==> config.mk <==
export PLATFORM = sky130hd
export DESIGN_NAME = alarm_clock_core
export DESIGN_NICKNAME = d
export VERILOG_FILES = /design/src/rtl/clock_pkg.sv /design/src/rtl/alarm_clock_core_seg7_dec.sv /design/src/rtl/alarm_clock_core.sv
export SDC_FILE = /design/constraint.sdc
export NUM_CORES = 1
export LEC_CHECK = 0
export ABC_AREA = 1
export CORE_UTILIZATION = 60
export CTS_BUF_LIST = sky130_fd_sc_hd__clkbuf_8 sky130_fd_sc_hd__clkbuf_16
export CTS_CLUSTER_DIAMETER = 80
export CTS_CLUSTER_SIZE = 40
export DETAILED_ROUTE_END_ITERATION = 6
export PLACE_DENSITY_LB_ADDON = 0.08
export SLEW_MARGIN = 20
export SYNTH_ARGS = -nofsm -noshare
export SYNTH_HDL_FRONTEND = slang
export SYNTH_SLANG_ARGS = --single-unit
==> constraint.sdc <==
create_clock -name Cp -period 5.6 [get_ports Cp]
set_input_delay 1.4 -clock Cp [delete_from_list [all_inputs] [get_ports Cp]]
set_output_delay 1.4 -clock Cp [all_outputs]
set_load 0.1 [all_outputs]
==> src/rtl/clock_pkg.sv <==
// Shared types, segment constants and small time helpers for the alarm clock.
package clock_pkg;

  // Edit field within the selected target.
  typedef enum logic [1:0] {
    RUN  = 2'd0,
    MIN  = 2'd1,
    HOUR = 2'd2
  } field_e;

  // Target index: 0 is the running time, k+1 is alarm k.
  localparam logic [3:0] TGT_TIME = 4'd0;

  // Active-low segment patterns {a..g}, a = MSB.
  localparam logic [6:0] SEG_0     = 7'b0000001;
  localparam logic [6:0] SEG_1     = 7'b1001111;
  localparam logic [6:0] SEG_2     = 7'b0010010;
  localparam logic [6:0] SEG_3     = 7'b0000110;
  localparam logic [6:0] SEG_4     = 7'b1001100;
  localparam logic [6:0] SEG_5     = 7'b0100100;
  localparam logic [6:0] SEG_6     = 7'b0100000;
  localparam logic [6:0] SEG_7     = 7'b0001111;
  localparam logic [6:0] SEG_8     = 7'b0000000;
  localparam logic [6:0] SEG_9     = 7'b0001100;
  localparam logic [6:0] SEG_BLANK = 7'b1111111;

  // Hour kept binary 0..23 so both display digits always change together.
  typedef struct packed {
    logic [4:0] h;
    logic [2:0] m1;
    logic [3:0] m2;
    logic [2:0] s1;
    logic [3:0] s2;
  } bcd_time_t;

  function automatic logic [4:0] hour_to_12h(input logic [4:0] h);
    if (h == 5'd0)      return 5'd12;
    else if (h > 5'd12) return h - 5'd12;
    else                return h;
  endfunction

  function automatic logic [4:0] hour_inc(input logic [4:0] h);
    return (h == 5'd23) ? 5'd0 : h + 5'd1;
  endfunction

  // Minutes +1 in BCD, 59 wraps to 00; result is {m1, m2}.
  function automatic logic [6:0] min_inc(input logic [2:0] m1, input logic [3:0] m2);
    if (m2 != 4'd9)      return {m1, m2 + 4'd1};
    else if (m1 != 3'd5) return {m1 + 3'd1, 4'd0};
    else                 return 7'd0;
  endfunction

  // BCD minutes to binary 0..59.
  function automatic logic [5:0] min_bin(input logic [2:0] m1, input logic [3:0] m2);
    return {m1, 3'b000} + {2'b00, m1, 1'b0} + {2'b00, m2};
  endfunction

endpackage

==> src/rtl/alarm_clock_core_seg7_dec.sv <==
// One BCD digit (with blanking) to seven segments of selectable polarity.
module seg7_dec
  import clock_pkg::*;
#(
  parameter bit SEG_ACTIVE_LOW = 1'b1
) (
  input  logic [3:0] bcd,
  input  logic       blank,
  output logic [6:0] seg
);

  logic [6:0] seg_low;

  // Active-low pattern lookup; codes above 9 show blank.
  always_comb begin
    // NOTE: default before the case so every path assigns and no latch is inferred.
    seg_low = SEG_BLANK;
    if (!blank) begin
      case (bcd)
        4'd0:    seg_low = SEG_0;
        4'd1:    seg_low = SEG_1;
        4'd2:    seg_low = SEG_2;
        4'd3:    seg_low = SEG_3;
        4'd4:    seg_low = SEG_4;
        4'd5:    seg_low = SEG_5;
        4'd6:    seg_low = SEG_6;
        4'd7:    seg_low = SEG_7;
        4'd8:    seg_low = SEG_8;
        4'd9:    seg_low = SEG_9;
        default: seg_low = SEG_BLANK;
      endcase
    end
  end

  assign seg = SEG_ACTIVE_LOW ? seg_low : ~seg_low;

endmodule

==> src/rtl/alarm_clock_core.sv <==
// 24-h BCD timekeeper with N alarms, ring timeout, snooze and 12/24-h display.
module alarm_clock_core
  import clock_pkg::*;
#(
  parameter int CLK_HZ     = 10,
  parameter int N_ALARMS   = 2,
  parameter int RING_SECS  = 60,
  parameter int SNOOZE_MIN = 5,
  parameter bit SEG_ACTIVE_LOW = 1'b1,
  localparam int IDX_W = (N_ALARMS > 1) ? $clog2(N_ALARMS) : 1,
  localparam int PW    = $clog2(CLK_HZ)
) (
  input  logic                Cp,
  input  logic                reset,
  input  logic                MODE,
  input  logic                CMODE,
  input  logic                Ch,
  input  logic                APM,
  input  logic [N_ALARMS-1:0] ALM,
  input  logic                SNZ,
  output logic [6:0]          H1,
  output logic [6:0]          H2,
  output logic [6:0]          M1,
  output logic [6:0]          M2,
  output logic [6:0]          S1,
  output logic [6:0]          S2,
  output logic                PM,
  output logic                SND,
  output logic [IDX_W-1:0]    ALM_IDX
);

  logic [PW-1:0] presc;
  logic [3:0]    tgt, tgt_nx;
  field_e        field, field_nx;
  bcd_time_t     tm, tm_nx, sel;
  logic [4:0]    alm_h  [N_ALARMS];
  logic [2:0]    alm_m1 [N_ALARMS];
  logic [3:0]    alm_m2 [N_ALARMS];
  logic [7:0]    ring_cnt;
  logic          snz_act;
  logic [4:0]    snz_h, dl_h, disp_h;
  logic [5:0]    snz_m, dl_m;
  logic [6:0]    snz_sum;
  logic          tick, adv, new_minute, hit, snz_hit, blink;
  logic          clear_secs, inc_min, inc_hour;
  logic [IDX_W-1:0] hit_idx;
  logic [1:0]    h_tens;
  logic [3:0]    h_ones;

  assign tick       = (presc == PW'(CLK_HZ - 1));
  assign adv        = tick && ((tgt != TGT_TIME) || (field == RUN));
  assign new_minute = adv && (tm_nx.s1 == 3'd0) && (tm_nx.s2 == 4'd0);
  assign blink      = (presc < PW'(CLK_HZ / 2));

  // Target/field state register.
  always_ff @(posedge Cp or posedge reset) begin
    if (reset) begin
      tgt   <= TGT_TIME;
      field <= RUN;
    end else begin
      // NOTE: non-blocking so every flop samples pre-edge values regardless of block order.
      tgt   <= tgt_nx;
      field <= field_nx;
    end
  end

  // Next target/field: MODE steps the target and wins over CMODE.
  always_comb begin
    tgt_nx   = tgt;
    field_nx = field;
    if (MODE) begin
      tgt_nx   = (tgt == 4'(N_ALARMS)) ? TGT_TIME : tgt + 4'd1;
      field_nx = RUN;
    end else if (CMODE) begin
      case (field)
        RUN:     field_nx = MIN;
        MIN:     field_nx = HOUR;
        default: field_nx = RUN;
      endcase
    end
  end

  // Edit strobes decoded from the current target/field.
  always_comb begin
    clear_secs = CMODE && !MODE && (field == RUN) && (tgt == TGT_TIME);
    inc_min    = Ch && (field == MIN);
    inc_hour   = Ch && (field == HOUR);
  end

  // Prescaler: free-running, restarted when the time's minute field is entered.
  always_ff @(posedge Cp or posedge reset) begin
    if (reset)            presc <= '0;
    else if (clear_secs)  presc <= '0;
    else if (tick)        presc <= '0;
    else                  presc <= presc + PW'(1);
  end

  // Time one second ahead, BCD carries up to the 23:59:59 wrap.
  always_comb begin
    tm_nx = tm;
    if (tm.s2 != 4'd9) begin
      tm_nx.s2 = tm.s2 + 4'd1;
    end else begin
      tm_nx.s2 = 4'd0;
      if (tm.s1 != 3'd5) begin
        tm_nx.s1 = tm.s1 + 3'd1;
      end else begin
        tm_nx.s1 = 3'd0;
        {tm_nx.m1, tm_nx.m2} = min_inc(tm.m1, tm.m2);
        if ((tm.m1 == 3'd5) && (tm.m2 == 4'd9)) tm_nx.h = hour_inc(tm.h);
      end
    end
  end

  // Timekeeping and direct edits of the time (edits only happen while frozen).
  always_ff @(posedge Cp or posedge reset) begin
    if (reset) begin
      tm <= '0;
    end else if (clear_secs) begin
      tm.s1 <= 3'd0;
      tm.s2 <= 4'd0;
    end else if (adv) begin
      tm <= tm_nx;
    end else if (tgt == TGT_TIME) begin
      if (inc_min)  {tm.m1, tm.m2} <= min_inc(tm.m1, tm.m2);
      if (inc_hour) tm.h <= hour_inc(tm.h);
    end
  end

  // Alarm registers edited while their target is selected.
  always_ff @(posedge Cp or posedge reset) begin
    if (reset) begin
      // NOTE: only N_ALARMS small registers, so they are reset like ordinary flops.
      for (int k = 0; k < N_ALARMS; k++) begin
        alm_h[k]  <= '0;
        alm_m1[k] <= '0;
        alm_m2[k] <= '0;
      end
    end else begin
      for (int k = 0; k < N_ALARMS; k++) begin
        if (tgt == 4'(k + 1)) begin
          if (inc_min)  {alm_m1[k], alm_m2[k]} <= min_inc(alm_m1[k], alm_m2[k]);
          if (inc_hour) alm_h[k] <= hour_inc(alm_h[k]);
        end
      end
    end
  end

  // Alarm match against the upcoming hh:mm; lowest enabled index wins.
  always_comb begin
    hit     = 1'b0;
    hit_idx = '0;
    for (int k = N_ALARMS - 1; k >= 0; k--) begin
      if (ALM[k] && (tm_nx.h == alm_h[k]) && (tm_nx.m1 == alm_m1[k]) && (tm_nx.m2 == alm_m2[k])) begin
        hit     = 1'b1;
        hit_idx = IDX_W'(k);
      end
    end
    snz_hit = snz_act && (tm_nx.h == snz_h) && (min_bin(tm_nx.m1, tm_nx.m2) == snz_m);
  end

  // Snooze deadline: current hh:mm plus SNOOZE_MIN, wrapping past midnight.
  always_comb begin
    snz_sum = {1'b0, min_bin(tm.m1, tm.m2)} + 7'(SNOOZE_MIN);
    if (snz_sum >= 7'd60) begin
      dl_m = 6'(snz_sum - 7'd60);
      dl_h = hour_inc(tm.h);
    end else begin
      dl_m = snz_sum[5:0];
      dl_h = tm.h;
    end
  end

  // Ring control: disable, snooze, timeout, then new ring (snooze re-ring first).
  always_ff @(posedge Cp or posedge reset) begin
    if (reset) begin
      SND      <= 1'b0;
      ALM_IDX  <= '0;
      ring_cnt <= '0;
      snz_act  <= 1'b0;
      snz_h    <= '0;
      snz_m    <= '0;
    end else if (SND && !ALM[ALM_IDX]) begin
      SND     <= 1'b0;
      snz_act <= 1'b0;
    end else if (SND && SNZ) begin
      SND     <= 1'b0;
      snz_act <= 1'b1;
      snz_h   <= dl_h;
      snz_m   <= dl_m;
    end else if (SND && tick) begin
      ring_cnt <= ring_cnt - 8'd1;
      if (ring_cnt <= 8'd1) SND <= 1'b0;
    end else if (!SND && new_minute) begin
      if (snz_hit) begin
        SND      <= 1'b1;
        ring_cnt <= 8'(RING_SECS);
        snz_act  <= 1'b0;
      end else if (hit) begin
        SND      <= 1'b1;
        ALM_IDX  <= hit_idx;
        ring_cnt <= 8'(RING_SECS);
      end
    end
  end

  // Displayed value: running time or the selected alarm with seconds forced to 00.
  always_comb begin
    sel = tm;
    for (int k = 0; k < N_ALARMS; k++) begin
      if (tgt == 4'(k + 1)) begin
        sel.h  = alm_h[k];
        sel.m1 = alm_m1[k];
        sel.m2 = alm_m2[k];
        sel.s1 = 3'd0;
        sel.s2 = 4'd0;
      end
    end
  end

  // Hour digits after the optional 12-h mapping.
  always_comb begin
    disp_h = APM ? hour_to_12h(sel.h) : sel.h;
    if (disp_h >= 5'd20) begin
      h_tens = 2'd2;
      h_ones = 4'(disp_h - 5'd20);
    end else if (disp_h >= 5'd10) begin
      h_tens = 2'd1;
      h_ones = 4'(disp_h - 5'd10);
    end else begin
      h_tens = 2'd0;
      h_ones = disp_h[3:0];
    end
  end

  assign PM = (sel.h >= 5'd12);

  seg7_dec #(.SEG_ACTIVE_LOW(SEG_ACTIVE_LOW)) u_h1 (.bcd({2'b00, h_tens}), .blank((field == HOUR) && blink), .seg(H1));
  seg7_dec #(.SEG_ACTIVE_LOW(SEG_ACTIVE_LOW)) u_h2 (.bcd(h_ones),          .blank((field == HOUR) && blink), .seg(H2));
  seg7_dec #(.SEG_ACTIVE_LOW(SEG_ACTIVE_LOW)) u_m1 (.bcd({1'b0, sel.m1}),  .blank((field == MIN) && blink),  .seg(M1));
  seg7_dec #(.SEG_ACTIVE_LOW(SEG_ACTIVE_LOW)) u_m2 (.bcd(sel.m2),          .blank((field == MIN) && blink),  .seg(M2));
  seg7_dec #(.SEG_ACTIVE_LOW(SEG_ACTIVE_LOW)) u_s1 (.bcd({1'b0, sel.s1}),  .blank(1'b0),                     .seg(S1));
  seg7_dec #(.SEG_ACTIVE_LOW(SEG_ACTIVE_LOW)) u_s2 (.bcd(sel.s2),          .blank(1'b0),                     .seg(S2));

endmodule

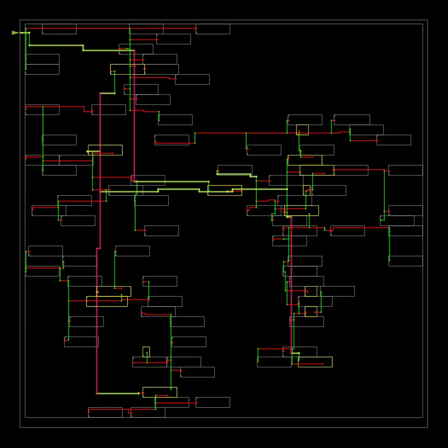
(clock routing)
flip-flop and latch count: 75
number of sinks driven by the clock tree: 75
cts bufs inserted: 9

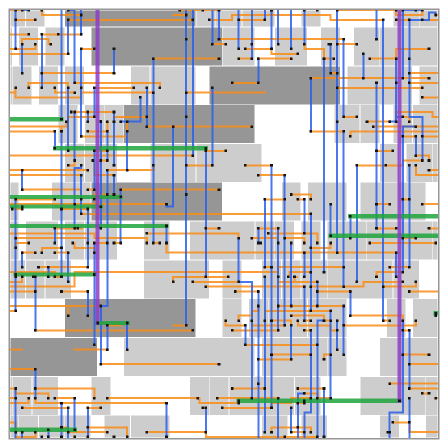
(a small window of the routed layout)
Region (67, 12) to (97, 42) µm. Cells in gray, sequential cells in the stronger gray; small squares are vias.
[green] M3
[blue] M2
[orange] M1
[purple] M4
most frequent: inv_1 (13), ha_1 (12)
cells with their middle in the window: 82
sequential cells in the window: 6
netlist names of flops here include: `alm_m2` (4)

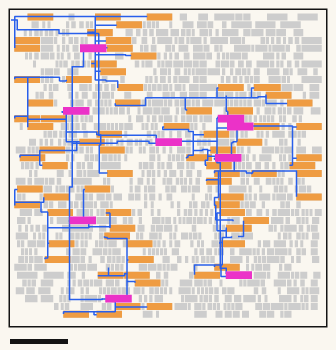
(clock distribution)
Bar = 20 µm.
[orange] flip-flops | count: 75
[blue] clock wires | length: 1070 µm
[magenta] clock-net drivers | count: 9
routed clock nets: 10
flops lie: spread over the die
Clk Latency, worst-skew pair: 0.35 ns
clk_skew: 0.00879 ns

==> notes.md <==
### Routing
* number of DRC markers after the initial detailed-route iteration: 450
* final routed wire length divided by cell count: 14.0 µm
* wire length the detailed router placed on met1: 7830 µm
* total DRC errors in the routed layout: 0
* top sig layer: met4

### Synthesis
* primary flip-flop cell chosen by synthesis mapping: dfrtp_1
* combined area of all synthesized cells: 6980 µm²
* distinct cell type count after synthesis: 47
* fa+ha+maj area frac: 0.110
* largest combinational cell category by area: simple AND/OR/NAND/NOR gates
* yosys cell count: 1008

### Finish
* final cell count without fillers: 1219
* most common library cell in the layout ignoring fill and taps: nand2_1
* commonest cells after routing, fill and taps aside: nand2_1 (221), inv_1 (146), nor2_1 (90), o21ai_0 (78)
* # diodes: 0

### Clocking
* clock root cell: clkbuf_16
* Bufs on Longest Clock Path: 2
* number of gates resized after cts: 0

### Critical path
* worst-path cell chain: clkdlybuf4s50_1 > nand4_1 > nand2_2 > inv_1 > ha_1 > nand2_2 > nand3_4 > nand2_4 > nand2_2 > nand2_1 > nand2_2 > ha_1 > inv_1 > nand3_1 > nand3_1 > nand3_2 > buf_12
* worst flop-to-flop path endpoint: ring_cnt[2]
* element type at the critical path start: primary input
* cell type of the slowest stage on the worst timing path: clkdlybuf4s50_1
* start-to-end type of the worst setup path: in2out
* Critical Path Most Common Cell: nand2_2

### Die
* count of boundary I/O pins: 54
* area inside the core boundary: 11400 µm²
* chip width: 110 µm
* Cell Rows: 39
* Die ar.: 12100 µm²
* floorplan core density: 0.614

### GRT
* highest-utilization routing layer at the global route stage: met2
* Remaining Overflow, GRT: 0
* met2 layer usage reported by global route: 0.475
* via count of the first global-routing pass: 6045
* global-route track usage on met3: 0.0373

### Final timing
* aggregate negative setup slack: 0 ns
* final critical path time including I/O delays and setup: 5.43 ns

### Placement
* number of buffer cells added on primary ports: 53
* Detail Placement HPWL: 13000 µm

### Run status
* result of the run: complete, no violations

### Min path
* worst hold path type: reg2reg

==> kinds of logic after synthesis <==
| group | Yosys count |
|---|---|
| simple gates | 500 |
| buf+inv | 180 |
| compound gates | 162 |
| flops | 75 |
| fa+ha+maj | 59 |
| xor+xnor | 32 |
==> flip-flops by register name, summed over array words and instances (netlist names) <==
register and cells:
field 2, tgt 4, alm_h 10, presc 4, alm_m2 8, SND 1
snz_h 5, alm_m1 6, snz_m 6, ring_cnt 8, snz_act 1, tm 19
ALM_IDX 1
==> synthesized netlist by cell type, types with 14 or more instances <==
library cell	instances	share of area
nand2_1	224	0.12
inv_1	148	0.080
nor2_1	90	0.048
o21ai_0	78	0.056
dfrtp_1	75	0.27
nand3_1	75	0.054
ha_1	55	0.099
a21oi_1	25	0.018
xor2_1	23	0.029
nand4_1	20	0.018
nor3_1	20	0.014
inv_2	15	0.0081
nand2_2	15	0.013
o22ai_1	15	0.013
o211ai_1	14	0.015
==> final cells by class <==
cell class | count | area, µm² | share of cell area
clock inverters | 6 | 66.3 | 0.00821
flip-flops and latches | 75 | 1880 | 0.232
repair buffers | 67 | 664 | 0.0822
inverters | 165 | 628 | 0.0777
multi-input cells | 754 | 4440 | 0.549
clock buffers | 9 | 225 | 0.0279
well taps | 143 | 179 | 0.0221
==> worst max-delay path by stage <==
stage | start | end | slack (ns) | depth (start not counted)
floorplan | tgt[0] | S2[3] | 0.21 | 11
finish | APM | H2[3] | 0.17 | 17
detailed placement | APM | H2[3] | 0.10 | 18
CTS | tgt[2] | H2[3] | 0.04 | 28
global route | tgt[0] | H2[3] | -0.06 | 29
global placement | APM | H2[3] | 0.17 | 17
